Fig. 1: placed cells, one colour a class
Drawn at 3 px/um.
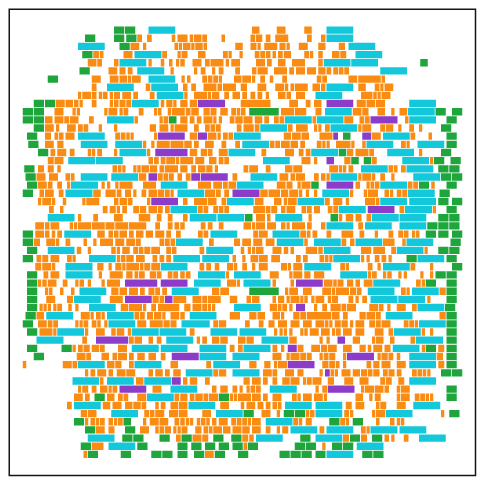
Fig. 2: routed metal per tile
Drawn at 2 px/um. 31 x 31 tiles, from dark purple (low) to yellow (high), scaled to the fullest tile. Values are wire area over tile area, all layers added.
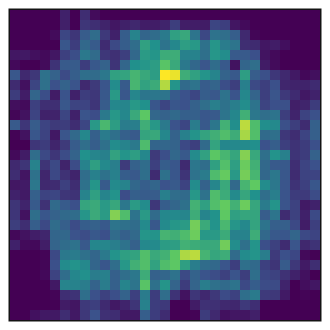
<file path="src/rtl/div_unit.sv">
// div_unit: iterative 32-bit radix-2 restoring divider for the multicycle
// datapath. Accepts SrcA/SrcB from the execute step, stalls the controller
// through busy, and returns quotient, remainder and NZCV-style flags.
//
// Ports
//   clk          system clock, rising edge
//   reset        asynchronous active-high reset
//   start        divide request, sampled only while busy=0
//   is_signed    1 = two's-complement divide, 0 = unsigned (sampled with start)
//   a, b         dividend / divisor (sampled with start)
//   busy         high from the cycle after acceptance through the done cycle
//   done         one-cycle result-valid pulse
//   quotient     registered quotient, held until the next done
//   remainder    registered remainder, held until the next done
//   div_by_zero  registered divide-by-zero indication
//   DivFlags     {N,Z,C,V} derived from the registered quotient
//
// state  | meaning
// IDLE   | waiting for start; results hold
// RUN    | one restoring iteration per cycle, 32 cycles
// FINISH | sign correction, register results, pulse done
module div_unit (
  input  logic        clk,
  input  logic        reset,
  input  logic        start,
  input  logic        is_signed,
  input  logic [31:0] a,
  input  logic [31:0] b,
  output logic        busy,
  output logic        done,
  output logic [31:0] quotient,
  output logic [31:0] remainder,
  output logic        div_by_zero,
  output logic [3:0]  DivFlags
);

  typedef enum logic [1:0] {IDLE, RUN, FINISH} state_t;

  state_t      state, state_nxt;
  logic [31:0] dvd;       // dividend magnitude, shifts out as quotient bits shift in
  logic [31:0] dvs;       // divisor magnitude
  logic [31:0] prem;      // partial remainder
  logic [4:0]  cnt;
  logic        q_neg, r_neg, dbz_pend;

  logic        accept;
  logic [31:0] a_mag, b_mag;
  logic [32:0] shifted;
  logic [33:0] trial;
  logic        qbit;
  logic [31:0] q_raw, r_raw;

  // busy covers the done cycle so a start coincident with done is not taken.
  assign busy   = (state != IDLE) || done;
  assign accept = start && !busy;

  assign a_mag = (is_signed && a[31]) ? -a : a;
  assign b_mag = (is_signed && b[31]) ? -b : b;

  // The shifted partial remainder can reach 33 bits, so the trial subtract
  // carries one extra bit to keep its sign unambiguous.
  assign shifted = {prem, dvd[31]};
  assign trial   = {1'b0, shifted} - {2'b00, dvs};
  assign qbit    = ~trial[33];

  // On divide-by-zero dvd still holds |a|; negating by r_neg restores a.
  assign q_raw = dbz_pend ? 32'hFFFF_FFFF : (q_neg ? -dvd : dvd);
  assign r_raw = dbz_pend ? (r_neg ? -dvd : dvd) : (r_neg ? -prem : prem);

  assign DivFlags = {quotient[31], (quotient == 32'd0), 2'b00};

  always_ff @(posedge clk or posedge reset) begin
    if (reset) state <= IDLE;
    else       state <= state_nxt;
  end

  always_comb begin
    state_nxt = state;
    case (state)
      IDLE:    if (accept) state_nxt = (b == 32'd0) ? FINISH : RUN;
      RUN:     if (cnt == 5'd31) state_nxt = FINISH;
      FINISH:  state_nxt = IDLE;
      default: state_nxt = IDLE;
    endcase
  end

  always_ff @(posedge clk or posedge reset) begin
    if (reset) begin
      dvd         <= '0;
      dvs         <= '0;
      prem        <= '0;
      cnt         <= '0;
      q_neg       <= 1'b0;
      r_neg       <= 1'b0;
      dbz_pend    <= 1'b0;
      done        <= 1'b0;
      quotient    <= '0;
      remainder   <= '0;
      div_by_zero <= 1'b0;
    end else begin
      done <= 1'b0;
      case (state)
        IDLE: begin
          if (accept) begin
            dvd      <= a_mag;
            dvs      <= b_mag;
            q_neg    <= is_signed & (a[31] ^ b[31]);
            r_neg    <= is_signed & a[31];
            prem     <= '0;
            cnt      <= '0;
            dbz_pend <= (b == 32'd0);
          end
        end
        RUN: begin
          prem <= qbit ? trial[31:0] : shifted[31:0];
          dvd  <= {dvd[30:0], qbit};
          cnt  <= cnt + 5'd1;
        end
        FINISH: begin
          quotient    <= q_raw;
          remainder   <= r_raw;
          div_by_zero <= dbz_pend;
          done        <= 1'b1;
        end
        default: ;
      endcase
    end
  end

endmodule

</file>
<file path="config.mk">
export PLATFORM = sky130hd
export DESIGN_NAME = div_unit
export DESIGN_NICKNAME = d
export VERILOG_FILES = /design/src/rtl/div_unit.sv
export SDC_FILE = /design/constraint.sdc
export NUM_CORES = 1
export LEC_CHECK = 0
export CAP_MARGIN = 25
export CORE_MARGIN = 4
export CORE_UTILIZATION = 55
export CTS_CLUSTER_DIAMETER = 50
export CTS_CLUSTER_SIZE = 12
export DETAILED_ROUTE_END_ITERATION = 8
export PLACE_DENSITY = 0.79
export SETUP_SLACK_MARGIN = 0.3
export SLEW_MARGIN = 20
export SYNTH_ARGS = -nofsm -noshare
export SYNTH_HDL_FRONTEND = slang
export SYNTH_SLANG_ARGS = --single-unit
</file>
<file path="constraint.sdc">
create_clock -name clk -period 10.15 [get_ports clk]
set_clock_uncertainty 0.15 [all_clocks]
set_input_delay 2.03 -clock clk [delete_from_list [all_inputs] [get_ports clk]]
set_output_delay 2.03 -clock clk [all_outputs]
set_load 0.05 [all_outputs]
</file>
==> metrics.yaml <==
status: "finished clean"
worst-path-buf-inv: 1
fin_setup_tns_ns: 0
whs_path_depth: 2
async_reset_ff_share_pct: 100
syn-cell-area_um2: 11900
clkTransAtPathRegs_ns: 0.07
sequentialPower_mw: 1.38
yosysWarnings: 0
core-area_um2: 21200
p_clk_mw: 0.690
place_area_um2: 13300
antenna_found_initial: 0
endpoint: "DivFlags[2]"
cts_buffer_depth: 2
top_cells_by_area: "dfrtp_1, o21ai_0, xor2_1"
finalCriticalPeriod_ns: 4.57
grt_pass1_wl_mm: 55.1
cts_made_buffers: 17
clkPwrFrac_pct: 13.6
crit_family: "buffers and inverters"
grt_pass1_vias: 10300
adder_share_pct: 4.17
worst_ep_required_time_ns: 7.97
p_per_area_nw_per_um2: 362
stdcell_area_um2: 14000
via_per_inst: 6.15
grt_max_degree: 113
timing_hold_violations_final: 0
wl_mm: 34.0
cts_tree: "done"
drc: 0
die_x_um: 155
first_iter_violations: 967
yosysTopAreaCell: "dfrtp_1"
start_kind: "register"
cts.repair.resized: 0
finalSetupViolCount: 0
worstPathArrival_ns: 2.39
drive_gt1_share_pct: 4.67
## Picture notes: Fig. 1
- purple: clock drivers and dummy loads (cells 32; share of their area 4.5%)
- orange: remaining logic cells (cells 1190; share of their area 53%)
- green: remaining buffers and delay cells (cells 148; share of their area 11%)
- cyan: registers (cells 172; share of their area 32%)

## Picture notes: Fig. 2
- nearly empty tiles: 13%
- fullest tile: 0.83
- mean over tiles: 0.24
- tiles over half the peak: 17%
gr usage total: 28.2%
vias: 11200

-- layer usage --
layer,part of all wire [%],global-route usage (%),routed length [um]
met5,0,0,0
met4,2.8,9.55,954
met3,9.6,6.06,3260
met2,44,42.2,15000
met1,43,40.9,14800
-- stage by stage --
step	utilization, %	power, mW	std cells	worst slack [ns]	hold slack (ns)
3_5_place_dp	62.9	4.26	1783	5.36	0.320
3_3_place_gp	62.9	4.19	1783	5.46	0.310
2_1_floorplan	-	3.46	1462	3.31	0.299
6_report	66.1	5.06	1817	5.58	0.329
4_1_cts	65.8	4.97	1815	5.60	0.333
5_1_grt	66.1	5.43	1817	5.37	0.353
-- cell type report --
| class | instances | area (um2) |
|---|---|---|
| clock buffers | 17 | 425 |
| inverters | 51 | 199 |
| clock inverters | 15 | 184 |
| well taps | 275 | 344 |
| flip-flops and latches | 172 | 4310 |
| fillers | 1795 | 7180 |
| multi-input cells | 1139 | 7030 |
| repair buffers | 148 | 1490 |
-- cells in the final DEF, fill, tap and decap left out, types with 5 or more instances in the layout --
cell type        synthesis  final
or3_1                   19     19
o21ai_1                  5      5
xor2_1                  86     86
a31oi_1                  9      9
o41ai_1                 11     11
nor3_1                  17     17
and3_1                  17     17
mux2i_1                  5      5
o31ai_1                 21     21
or2_2                    7      7
o21ai_0                160    160
clkbuf_16                0     17
nand2b_1                16     16
nor2_1                  91     89
nand4_1                 11     11
a21oi_1                 94     94
nand3_1                107    107
nand2_1                180    179
xnor2_1                 81     81
ha_1                    38     38
o211ai_1                18     18
or4_1                    8      8
a22oi_1                 32     32
a21o_1                  14     14
inv_1                   50     49
nand3b_1                 5      5
inv_6                    0      6
buf_4                    4     10
clkdlybuf4s50_1          0    136
nor4_1                  23     23
dfrtp_1                172    171
Power figures rest on the tool's default switching activity, not on a simulated workload.
